===== src/rtl/iir_channel_scheduler_pkg.sv =====
// Shared sizing, FSM encoding and round-robin helper for the multi-channel
// first-order IIR scheduler.
package iir_channel_scheduler_pkg;

    localparam int NCH = 4;
    localparam int W   = 4;
    localparam int CHW = $clog2(NCH);

    typedef enum logic [1:0] {
        ST_IDLE  = 2'd0,
        ST_GRANT = 2'd1,
        ST_CALC  = 2'd2,
        ST_EMIT  = 2'd3
    } state_t;

    // First requesting channel strictly after 'last', wrapping; returns 'last' when none request.
    function automatic logic [CHW-1:0] rr_pick(input logic [NCH-1:0] valid,
                                               input logic [CHW-1:0] last);
        logic [CHW-1:0] pick;
        logic [CHW-1:0] idx;
        logic           found;
        pick  = last;
        found = 1'b0;
        for (int k = 1; k <= NCH; k++) begin
            idx = CHW'((int'(last) + k) % NCH);
            if (!found && valid[idx]) begin
                pick  = idx;
                found = 1'b1;
            end
        end
        return pick;
    endfunction

endpackage


===== src/rtl/iir_channel_scheduler_mac.sv =====
// Shared first-order IIR datapath: y = x + a*y_prev modulo 2^W, registered
// while the scheduler is in CALC.
module iir_mac_engine #(
    parameter int W = iir_channel_scheduler_pkg::W
) (
    input  logic         clk,
    input  logic         rst,
    input  logic         en,
    input  logic [W-1:0] x,
    input  logic [W-1:0] a,
    input  logic [W-1:0] y_prev,
    output logic [W-1:0] y
);

    logic [2*W-1:0] prod_s;
    logic [W-1:0]   sum_s;
    logic [W-1:0]   y_r;

    // Full-width product; only the low W bits survive the modular sum.
    always_comb begin
        prod_s = {{W{1'b0}}, a} * {{W{1'b0}}, y_prev};
        sum_s  = x + prod_s[W-1:0];
    end

    // Result register, held between calculations.
    always_ff @(posedge clk or negedge rst) begin
        if (!rst) begin
            y_r <= {W{1'b0}};
        end else if (en) begin
            y_r <= sum_s;
        end else begin
            y_r <= y_r;
        end
    end

    assign y = y_r;

endmodule


===== src/rtl/iir_channel_scheduler.sv =====
// Round-robin scheduler time-sharing one IIR engine across NCH channels,
// each with its own coefficient and feedback state.
module iir_channel_scheduler #(
    parameter int NCH = iir_channel_scheduler_pkg::NCH,
    parameter int W   = iir_channel_scheduler_pkg::W
) (
    input  logic             clk,
    input  logic             rst,
    input  logic [NCH-1:0]   req_valid,
    input  logic [NCH*W-1:0] req_x,
    output logic [NCH-1:0]   req_ready,
    input  logic             cfg_we,
    input  logic [1:0]       cfg_ch,
    input  logic [W-1:0]     cfg_a,
    output logic             out_valid,
    output logic [1:0]       out_ch,
    output logic [W-1:0]     out_y,
    output logic             busy
);

    import iir_channel_scheduler_pkg::*;

    state_t          state_r;
    logic [CHW-1:0]  grant_ch_r;
    logic [CHW-1:0]  last_r;
    logic [NCH-1:0]  req_ready_r;
    logic            out_valid_r;
    logic [CHW-1:0]  out_ch_r;
    logic            busy_r;
    logic [W-1:0]    x_op_r;
    logic [W-1:0]    a_op_r;
    logic [W-1:0]    yp_op_r;
    logic [W-1:0]    a_r      [NCH];
    logic [W-1:0]    y_prev_r [NCH];

    logic            any_valid_s;
    logic [CHW-1:0]  pick_s;
    logic            calc_en_s;
    logic [W-1:0]    mac_y_s;

    // Arbitration is resolved one cycle ahead so req_ready can be a register.
    always_comb begin
        any_valid_s = |req_valid;
        pick_s      = rr_pick(req_valid, last_r);
        calc_en_s   = (state_r == ST_CALC);
    end

    // Scheduler FSM with registered handshake and result-strobe outputs.
    always_ff @(posedge clk or negedge rst) begin
        if (!rst) begin
            state_r     <= ST_IDLE;
            grant_ch_r  <= {CHW{1'b0}};
            last_r      <= CHW'(NCH - 1);
            req_ready_r <= {NCH{1'b0}};
            out_valid_r <= 1'b0;
            out_ch_r    <= {CHW{1'b0}};
            busy_r      <= 1'b0;
            x_op_r      <= {W{1'b0}};
            a_op_r      <= {W{1'b0}};
            yp_op_r     <= {W{1'b0}};
        end else begin
            case (state_r)
                ST_IDLE, ST_EMIT: begin
                    out_valid_r <= 1'b0;
                    if (any_valid_s) begin
                        state_r     <= ST_GRANT;
                        grant_ch_r  <= pick_s;
                        last_r      <= pick_s;
                        req_ready_r <= {{(NCH-1){1'b0}}, 1'b1} << pick_s;
                        busy_r      <= 1'b1;
                    end else begin
                        state_r     <= ST_IDLE;
                        req_ready_r <= {NCH{1'b0}};
                        busy_r      <= 1'b0;
                    end
                end
                ST_GRANT: begin
                    // Operands are frozen here; later cfg writes cannot disturb this sample.
                    state_r     <= ST_CALC;
                    req_ready_r <= {NCH{1'b0}};
                    x_op_r      <= req_x[int'(grant_ch_r)*W +: W];
                    a_op_r      <= a_r[grant_ch_r];
                    yp_op_r     <= y_prev_r[grant_ch_r];
                    busy_r      <= 1'b1;
                end
                ST_CALC: begin
                    state_r     <= ST_EMIT;
                    out_valid_r <= 1'b1;
                    out_ch_r    <= grant_ch_r;
                    busy_r      <= 1'b1;
                end
                default: begin
                    state_r     <= ST_IDLE;
                    req_ready_r <= {NCH{1'b0}};
                    out_valid_r <= 1'b0;
                    busy_r      <= 1'b0;
                end
            endcase
        end
    end

    // Per-channel register file; a cfg write outranks the EMIT feedback update.
    always_ff @(posedge clk or negedge rst) begin
        if (!rst) begin
            for (int i = 0; i < NCH; i++) begin
                a_r[i]      <= {W{1'b0}};
                y_prev_r[i] <= {W{1'b0}};
            end
        end else begin
            for (int i = 0; i < NCH; i++) begin
                if (cfg_we && (cfg_ch == CHW'(i))) begin
                    a_r[i]      <= cfg_a;
                    y_prev_r[i] <= {W{1'b0}};
                end else if ((state_r == ST_EMIT) && (out_ch_r == CHW'(i))) begin
                    a_r[i]      <= a_r[i];
                    y_prev_r[i] <= mac_y_s;
                end else begin
                    a_r[i]      <= a_r[i];
                    y_prev_r[i] <= y_prev_r[i];
                end
            end
        end
    end

    iir_mac_engine #(
        .W(W)
    ) u_mac (
        .clk    (clk),
        .rst    (rst),
        .en     (calc_en_s),
        .x      (x_op_r),
        .a      (a_op_r),
        .y_prev (yp_op_r),
        .y      (mac_y_s)
    );

    assign req_ready = req_ready_r;
    assign out_valid = out_valid_r;
    assign out_ch    = out_ch_r;
    assign out_y     = mac_y_s;
    assign busy      = busy_r;

endmodule


===== config.mk =====
export PLATFORM = sky130hd
export DESIGN_NAME = iir_channel_scheduler
export DESIGN_NICKNAME = d
export VERILOG_FILES = /design/src/rtl/iir_channel_scheduler_pkg.sv /design/src/rtl/iir_channel_scheduler_mac.sv /design/src/rtl/iir_channel_scheduler.sv
export SDC_FILE = /design/constraint.sdc
export NUM_CORES = 1
export LEC_CHECK = 0
export ABC_AREA = 1
export CAP_MARGIN = 20
export CORE_AREA = 2 2 101 74
export DETAILED_ROUTE_END_ITERATION = 8
export DIE_AREA = 0 0 103 76
export GPL_ROUTABILITY_DRIVEN = 0
export PLACE_DENSITY_LB_ADDON = 0.3
export SYNTH_ARGS = -nofsm -noshare
export SYNTH_HDL_FRONTEND = slang
export SYNTH_SLANG_ARGS = --single-unit

===== constraint.sdc =====
create_clock -name clk -period 2.97 [get_ports clk]
set_clock_uncertainty 0.15 [all_clocks]
set_input_delay 0.891 -clock clk [delete_from_list [all_inputs] [get_ports clk]]
set_output_delay 0.891 -clock clk [all_outputs]
set_load 0.01 [all_outputs]

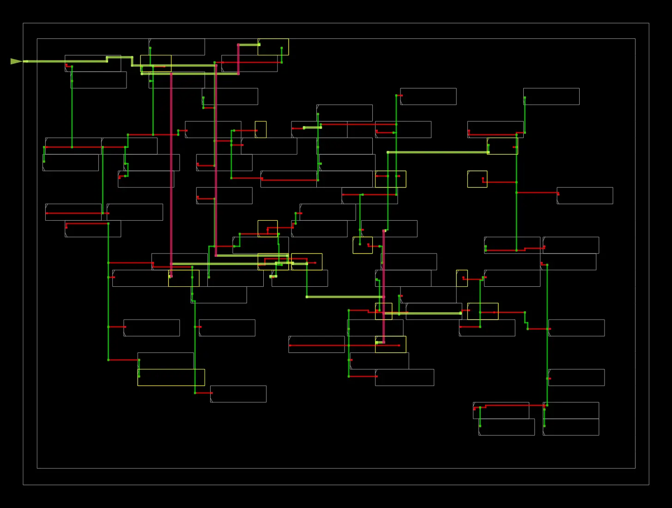
**Above:** run 1 (clock wiring as the flow saved it).
flip-flops: 62
P_clk: 0.742 mW
clock buf count: 9

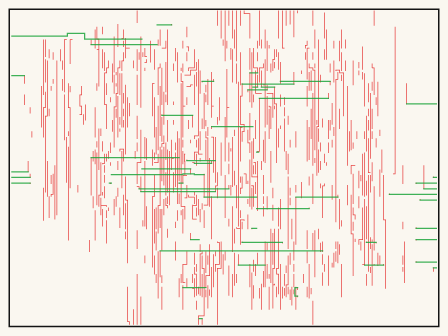
**Above:** run 1 (signal wires by layer).
Only two layers are drawn.
Key: met2 = red [wire length 3,320 um]; met3 = green [wire length 404 um]

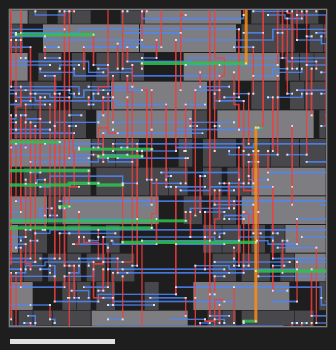
**Above:** run 1 (close-up of the layout).
Bar = 10 um. Window x 36 to 66, y 23 to 53 um. Cells in gray, sequential cells in the stronger gray; small squares are vias.
Key: met3 = green; met2 = red; met4 = orange; met1 = blue
79 logic cells have their middle in the window. Netlist names of flops here include y_prev_r (7), yp_op_r (4). Sequential cells in the window: 12. Most frequent: dfrtp_1 (12), inv_1 (11), nand2_1 (9).

-- run 1: cell type report --
class / count / area [sq um] / area share (%)
Clock buffer: 9 / 124 / 3.05
Clock inverter: 7 / 73.8 / 1.82
Inverter: 53 / 209 / 5.15
Multi-Input combinational cell: 289 / 1510 / 37.3
Sequential cell: 62 / 1550 / 38.3
Tap cell: 98 / 123 / 3.02
Timing Repair Buffer: 47 / 460 / 11.4
-- run 1: cells in the mapped netlist, drive strengths merged --
| master | count | share of area, % |
|---|---|---|
| nand2 | 106 | 14 |
| dfrtp | 60 | 45 |
| o21ai | 59 | 8.9 |
| inv | 53 | 6.3 |
| nor2 | 49 | 5.8 |
| nand3 | 23 | 3.8 |
| a31oi | 12 | 2.3 |
| clkbuf | 11 | 1.2 |
| ha | 10 | 3.8 |
| a21oi | 8 | 1.2 |
| o22ai | 8 | 1.5 |
| buf | 4 | 0.98 |
| nor3 | 4 | 0.60 |
| xor2 | 4 | 1.1 |
| xnor2 | 3 | 0.79 |
| dfstp | 2 | 1.6 |
| fa | 2 | 1.2 |
| nand4 | 1 | 0.19 |
-- run 1: state kept, by name (all words and copies together), names as in the netlist, 4 cells and up --
register and flops:
x_op_r 4, a_r 16, y_prev_r 16, yp_op_r 4, u_mac.y 4, a_op_r 4, req_ready 4
-- run 1: repair_timing --
| item | CTS | global route |
|---|---|---|
| pin swaps | 1 | 1 |
| resized | 1 | 2 |
| endpoints found under the setup margin | 1 | 1 |
| buffers inserted | 1 | 1 |
-- run 1: final timing paths --
check | from | endpoint | slack (ns) | depth (start not counted)
worst max-delay path | yp_op_r[2]$_DFFE_PN0N_ | u_mac.y[3]$_DFFE_PN0P_ | 0.18 | 12
worst min-delay path | req_ready[0]$_DFFE_PN0P_ | req_ready[0]$_DFFE_PN0P_ | 0.33 | 2
worst max register to register | yp_op_r[2]$_DFFE_PN0N_ | u_mac.y[3]$_DFFE_PN0P_ | 0.18 | 12
worst min register to register | req_ready[0]$_DFFE_PN0P_ | req_ready[0]$_DFFE_PN0P_ | 0.33 | 2
max in group asynchronous | rst | last_r[0]$_DFFE_PN1P_ | 1.97 | 2
min in group asynchronous | rst | x_op_r[3]$_DFFE_PN0N_ | 0.39 | 2
-- run 1: cell usage in the layout, fill, tap and decap left out, drive strengths merged --
| cell type | n |
|---|---|
| a21oi | 8 |
| a31oi | 12 |
| buf | 8 |
| bufinv | 1 |
| clkbuf | 9 |
| clkdlybuf4s50 | 39 |
| clkinv | 4 |
| clkinvlp | 1 |
| dfrtp | 60 |
| dfstp | 2 |
| fa | 2 |
| ha | 10 |
| inv | 54 |
| nand2 | 106 |
| nand3 | 23 |
| nand4 | 1 |
| nor2 | 49 |
| nor3 | 4 |
| o21ai | 59 |
| o22ai | 8 |
| xnor2 | 3 |
| xor2 | 4 |
-- run 1: cell families after synthesis --
logic type,Yosys count
simple gates,183
compound gates,87
buf+inv,68
flops,62
fa+ha+maj,12
xor+xnor,7
-- run 1: report_power, final --
| group | total, mW | internal (mW) | switching [mW] |
|---|---|---|---|
| Sequential | 1.44 | 1.17 | 0.275 |
| Clock | 0.742 | 0.390 | 0.352 |
| Combinational | 2.44 | 0.977 | 1.47 |
| Total | 4.63 | 2.54 | 2.10 |
==> results_dict.tcl, run 1 <==
# flow metrics
set metrics [dict create \
    design_area_sq_mm 0.00406 \
    drive_above_1_share_pct 11.1 \
    yosysCellCount 419 \
    cts_tree "built" \
    critical_path_class "register to register" \
    place_area_sq_mm 0.00382 \
    critPathMaxStageDelay_ns 0.50 \
    final_core_util_pct 58.3 \
    port_buffers 40 \
    rsz0062_at_grt "no" \
    wl_per_cell_um 13.6 \
    cts.sinks 62 \
    synth_area_per_cell_sq_um 7.93 \
    wl_met2_mm 3.32 \
    diodes 0 \
    clkTransAtPathRegs_ns 0.07 \
    endpoint_kind "register" \
    wl_met3_um 403 \
    worstHoldPathType "register to register" \
    finalCritPeriodShare_pct 93.8 \
    setup_tns_ns 0 \
    coreArea_sq_mm 0.00696 \
    holdWs_ns 0.333 \
    grt_use_total_pct 21.4 \
    grt-ovfl-total 0 \
    period_needed_ns 2.79 \
    antenna_found_initial 0 \
    crit_fanout 3 \
    use_met2_pct 29.7 \
    finalWirelength_mm 7.68 \
    drv_slew 0 \
    syn_area_sq_mm 0.00332 \
    setup_viol_count_final 0 \
    ys_sh_mux_pct 0 \
    die_width_um 103 \
    grt_first_pass_wirelength_mm 12.9 \
    numCtsBuffers 9 \
    final_cells 565 \
    htreeDepth 3 \
    finalHoldViolCount 0 \
    pre_cts_slack_ns 0.0147 \
    critPathBufInv 2 \
    initial_core_util_pct 47.7 \
    worstPathCellList "nand2_1 > inv_1 > ha_4 > ha_4 > fa_1 > inv_1 > fa_2 > xor2_1 > xor2_1 > nand3_1 > nand3_1 > nand2_1" \
    hpwl_mm 5.50 \
    clk_path_buf_depth 2 \
    use_met1_pct 32.8 \
    fp_nets 460 \
    dr.pass1.iters 4 \
    grt_pass1_vias 2707 \
    highest_layer "met4" \
    postCtsHoldBufs 0 \
    aoi_share_pct 13.9 \
    row_count 26 \
    drc 0 \
    slowest_stage "fa_1" \
    tightest_slew_ns 0.636 \
    worstPathRequired_ns 3.06 \
    ys.warnings.count 0 \
    max_freq_ghz 0.359 \
    critical_path.top_delay_family "adder cells" \
    cp-start-kind "register" \
    worst_slack_ns 0.183 \
    slew_headroom_pct 57.6 \
    p_leak_nw 1.96 \
    grt.busiest_layer "met1" \
    nNetsFinal 503 \
    postRouteAntennaNets 0 \
    fa_ha_area_share_pct 4.97 \
    ys.flops 62 \
    ys_area_sq_mm 0.00332 \
    peakVddDrop_v 0.000365 \
    dp_cells 547 \
    use_met3_pct 5.32 \
    ys_seq_share_pct 46.8 \
    topCombFamilyByArea "simple AND/OR/NAND/NOR gates" \
    chip_area_sq_mm 0.00783 \
    cp.arrival_ns 2.88 \
    die_h_um 76 \
    met1_length_mm 3.84 \
    p_per_area_mw_per_mm2 1140 \
    synthXorXnorAreaFrac_pct 1.85 \
    synthToLayoutAreaGrowth_pct 22.1 \
    boundaryPins 41 \
    drv_cap 0 \
    fill_cells 643 \
    cts_root_buf "clkbuf_8" \
    vias 2867 \
    drt_iter0_drc 182 \
    p_total_mw 4.63 \
    warnings 29 \
    outcome "complete, no violations" \
    netlist_instances 419 \
    viasPerCell 5.07 \
    grt_max_degree 63 \
    ys_sh_simple_pct 24.0 \
    synthDistinctLibCells 27 \
    clk_latency_ns 0.34 \
]
## Run 2: what changed since run 1
--- a/config.mk
+++ b/config.mk
@@ -7,10 +7,11 @@
 export LEC_CHECK = 0
 export ABC_AREA = 1
 export CAP_MARGIN = 20
-export CORE_AREA = 2 2 101 74
+export CORE_AREA = 2 2 85 87
 export DETAILED_ROUTE_END_ITERATION = 8
-export DIE_AREA = 0 0 103 76
+export DIE_AREA = 0 0 87 89
 export GPL_ROUTABILITY_DRIVEN = 0
+export GPL_TIMING_DRIVEN = 0
 export PLACE_DENSITY_LB_ADDON = 0.3
 export SYNTH_ARGS = -nofsm -noshare
 export SYNTH_HDL_FRONTEND = slang
==> run 2 against run 1 <==
Critical path depth stayed put. Sequential power is 6% lower. Sequential cell count stayed put. Critical path type unchanged. Highest routed layer unchanged. Register-to-register slack worse by 0.04 ns. Fmax is 1.5% lower. Clock power is about 20% higher. Synthesized cell count stayed put. Sequential share of layout area is 0.56 points lower. Utilization is 3.0 points higher. Count of clock-buffer cells in the layout stayed put.
==> results_dict.tcl, run 2 <==
# flow metrics
set metrics [dict create \
    lay_top_cells "92 x nand2_1, 60 x dfrtp_1, 58 x o21ai_0" \
    pre_cts_slack_ns -0.0641 \
    synthFlopType "dfrtp_1" \
    grt-ovfl-total 0 \
    crit_fanout 4 \
    drt_iter0_drc 208 \
    nNetsFinal 513 \
    endpoint_kind "register" \
    period_needed_ns 2.83 \
    postCtsHoldBufs 0 \
    port_buffers 40 \
    coreArea_sq_mm 0.00672 \
    viasPerCell 5.34 \
    antenna_found_initial 0 \
    ys_area_sq_mm 0.00332 \
    synth-edff-count 0 \
    numCtsBuffers 9 \
    finalCritPeriodShare_pct 95.3 \
    postRouteAntennaNets 0 \
    cts.sinks 62 \
    p_total_mw 4.87 \
    htreeDepth 3 \
    common_cells "92 x nand2_1, 60 x dfrtp_1, 58 x o21ai_0" \
    diodes 0 \
    boundaryPins 41 \
    final_core_util_pct 61.3 \
    tightest_slew_ns 0.557 \
    drc 0 \
    warnings 29 \
    internal-power_mw 2.73 \
    drv_cap 0 \
    die_h_um 89 \
    dr.pass1.iters 6 \
    worst_slack_ns 0.141 \
    reg_top3 "a_r: 16 flops, y_prev_r: 16 flops" \
    cp-startpoint "a_op_r[1]$_DFFE_PN0N_" \
    synthToLayoutAreaGrowth_pct 23.9 \
    finalHoldViolCount 0 \
    synthDistinctLibCells 27 \
    cp-start-kind "register" \
    top_cells_by_area "dfrtp_1 45%, nand2_1 10%, o21ai_0 8.7%" \
    syn_area_sq_mm 0.00332 \
    clockPowerShare_pct 18.2 \
    grt_pass1_vias 2798 \
    clkTransAtPathRegs_ns 0.07 \
    worstPathRequired_ns 3.05 \
    worstHoldPathType "register to register" \
    hpwl_mm 5.73 \
    synth.most_common_cell "nand2_1" \
    rsz0062_at_grt "no" \
    switchingPower_mw 2.14 \
    drive_above_1_share_pct 10.9 \
    r2r-start "a_op_r[1]$_DFFE_PN0N_" \
    die_width_um 87 \
    ys_seq_share_pct 46.8 \
    top_area_share_pct 45.2 \
    hold_path_startpoint "req_ready[0]$_DFFE_PN0P_" \
    p_leak_nw 1.99 \
    clk_latency_ns 0.33 \
    synthArstFlopShare_pct 100 \
    ys.warnings.count 0 \
    place_area_sq_mm 0.00384 \
    synth_area_per_cell_sq_um 7.93 \
    dp_cells 540 \
    grt_max_degree 43 \
    setup_viol_count_final 0 \
    pwr-share-comb_pct 53.8 \
    slew_headroom_pct 62.9 \
    outcome "complete, no violations" \
    cts_tree "built" \
    yosysCellCount 419 \
    initial_core_util_pct 49.4 \
    fp_nets 460 \
    grt_first_pass_wirelength_mm 12.8 \
    design_area_sq_mm 0.00412 \
    clk_path_buf_depth 2 \
    netlist_instances 419 \
    peakVddDrop_v 0.000499 \
    drv_slew 0 \
    ys.flops 62 \
    critical_path_class "register to register" \
    final_common_cell "nand2_1" \
    switching_share_pct 43.9 \
    top_area_cell "dfrtp_1" \
    power_frac_seq_pct 28.0 \
    final_cells 557 \
    p_per_area_mw_per_mm2 1180 \
    max_freq_ghz 0.353 \
    cts_root_buf "clkbuf_8" \
    chip_area_sq_mm 0.00774 \
]
[run 2: cell count changes in the layout (fill, tap and decap cells not counted), sizes merged]
cell    change
inv         -1
buf         -1
clkbuf     +11
bufinv      +2
clkinv      -1
[run 2: repair_timing]
| item | in CTS | in global routing |
|---|---|---|
| pin swaps | 2 | 3 |
| setup buffers | 1 | 0 |
| hold endpoints to repair | 0 | 0 |
| endpoints found under the setup margin | 1 | 1 |
| resized | 2 | 2 |
[run 2: final cells by class]
cell class,instances,area [sq um]
multi-input combinational,289,1520
clock inverter,7,113
tap,80,100
inverter,53,209
sequential,62,1550
buffer,15,73.8
timing repair buffer,42,423
fill,604,2600
clock buffer,9,124
[run 2: path summary, 6_finish.rpt]
path | end | slack [ns] | cells past startpoint
worst max-delay path | u_mac.y[3]$_DFFE_PN0P_ | 0.14 | 12
worst min-delay path | req_ready[0]$_DFFE_PN0P_ | 0.33 | 2
worst max register to register | u_mac.y[3]$_DFFE_PN0P_ | 0.14 | 12
worst min register to register | req_ready[0]$_DFFE_PN0P_ | 0.33 | 2
max in group asynchronous | last_r[0]$_DFFE_PN1P_ | 1.66 | 2
min in group asynchronous | yp_op_r[3]$_DFFE_PN0N_ | 0.36 | 1
[run 2: cell families after synthesis]
| group | after synthesis | share of synthesized area, % |
|---|---|---|
| AND-OR/OR-AND | 87 | 13.9 |
| XOR/XNOR | 7 | 1.85 |
| adder cells (fa/ha/maj) | 12 | 4.97 |
| buffers and inverters | 68 | 8.51 |
| flip-flops | 62 | 46.8 |
| AND/OR/NAND/NOR | 183 | 24.0 |
[run 2: per-layer routing]
| layer | part of all wire (%) | global-route usage (%) | vias up |
|---|---|---|---|
| met1 | 45 | 29.1 | 1402 |
| li1 | - | - | 1455 |
| met3 | 3.9 | 2.86 | 20 |
| met5 | 0 | 0 | - |
| met2 | 48 | 34.4 | 100 |
| met4 | 2.7 | 10.2 | 0 |
[run 2: worst max-delay path, cell delays in order, from the launching register on]
cell,delay (ns)
dfrtp_1,0.42
nand2_1,0.08
inv_1,0.06
ha_4,0.27
ha_4,0.19
fa_1,0.49
inv_1,0.05
fa_2,0.35
xor2_2,0.16
xor2_1,0.22
nand3_1,0.13
nand3_1,0.10
nand2_1,0.05
[run 2: stage by stage]
stage / hold slack, ns / setup TNS [ns]
floorplan: 0.298 / 0
global placement: 0.312 / -67.46
detailed placement: 0.321 / -0.0641
CTS: 0.339 / 0
global route: 0.351 / 0
finish: 0.330 / 0
[run 2: power by group through the flow]
stage / combinational, mW / sequential [mW] / clock [mW]
final: 2.62 / 1.36 / 0.887
after global routing: 2.94 / 1.40 / 0.936
after CTS: 2.58 / 1.36 / 0.892
after detailed placement: 2.49 / 1.38 / 0
after global placement: 2.38 / 1.37 / 0
after floorplan: 1.80 / 1.36 / 0
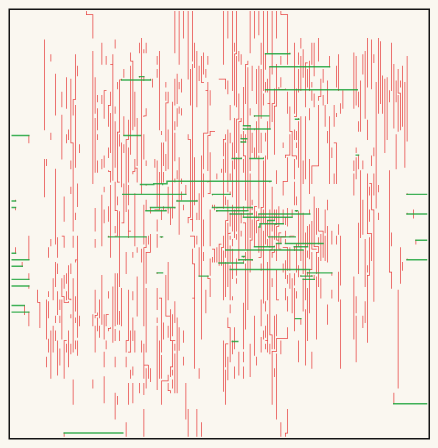
**Above:** run 2 (signal wires by layer).
Only two layers are drawn.
Total GRT Usage: 21.5%
Total Routed Length: 7.93 mm
WL per Instance: 14.2 um
DR vias: 2,977

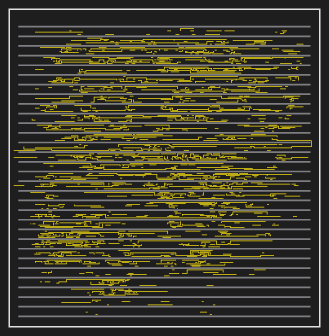
**Above:** run 2 (M1 wires).
Supply wires on this layer in gray.
The longest straight run is 31.7 um. 460 nets have wire on it. The layer holds 45% of the routed length.

No activity file was given, so power comes from the tool's default toggle rates.
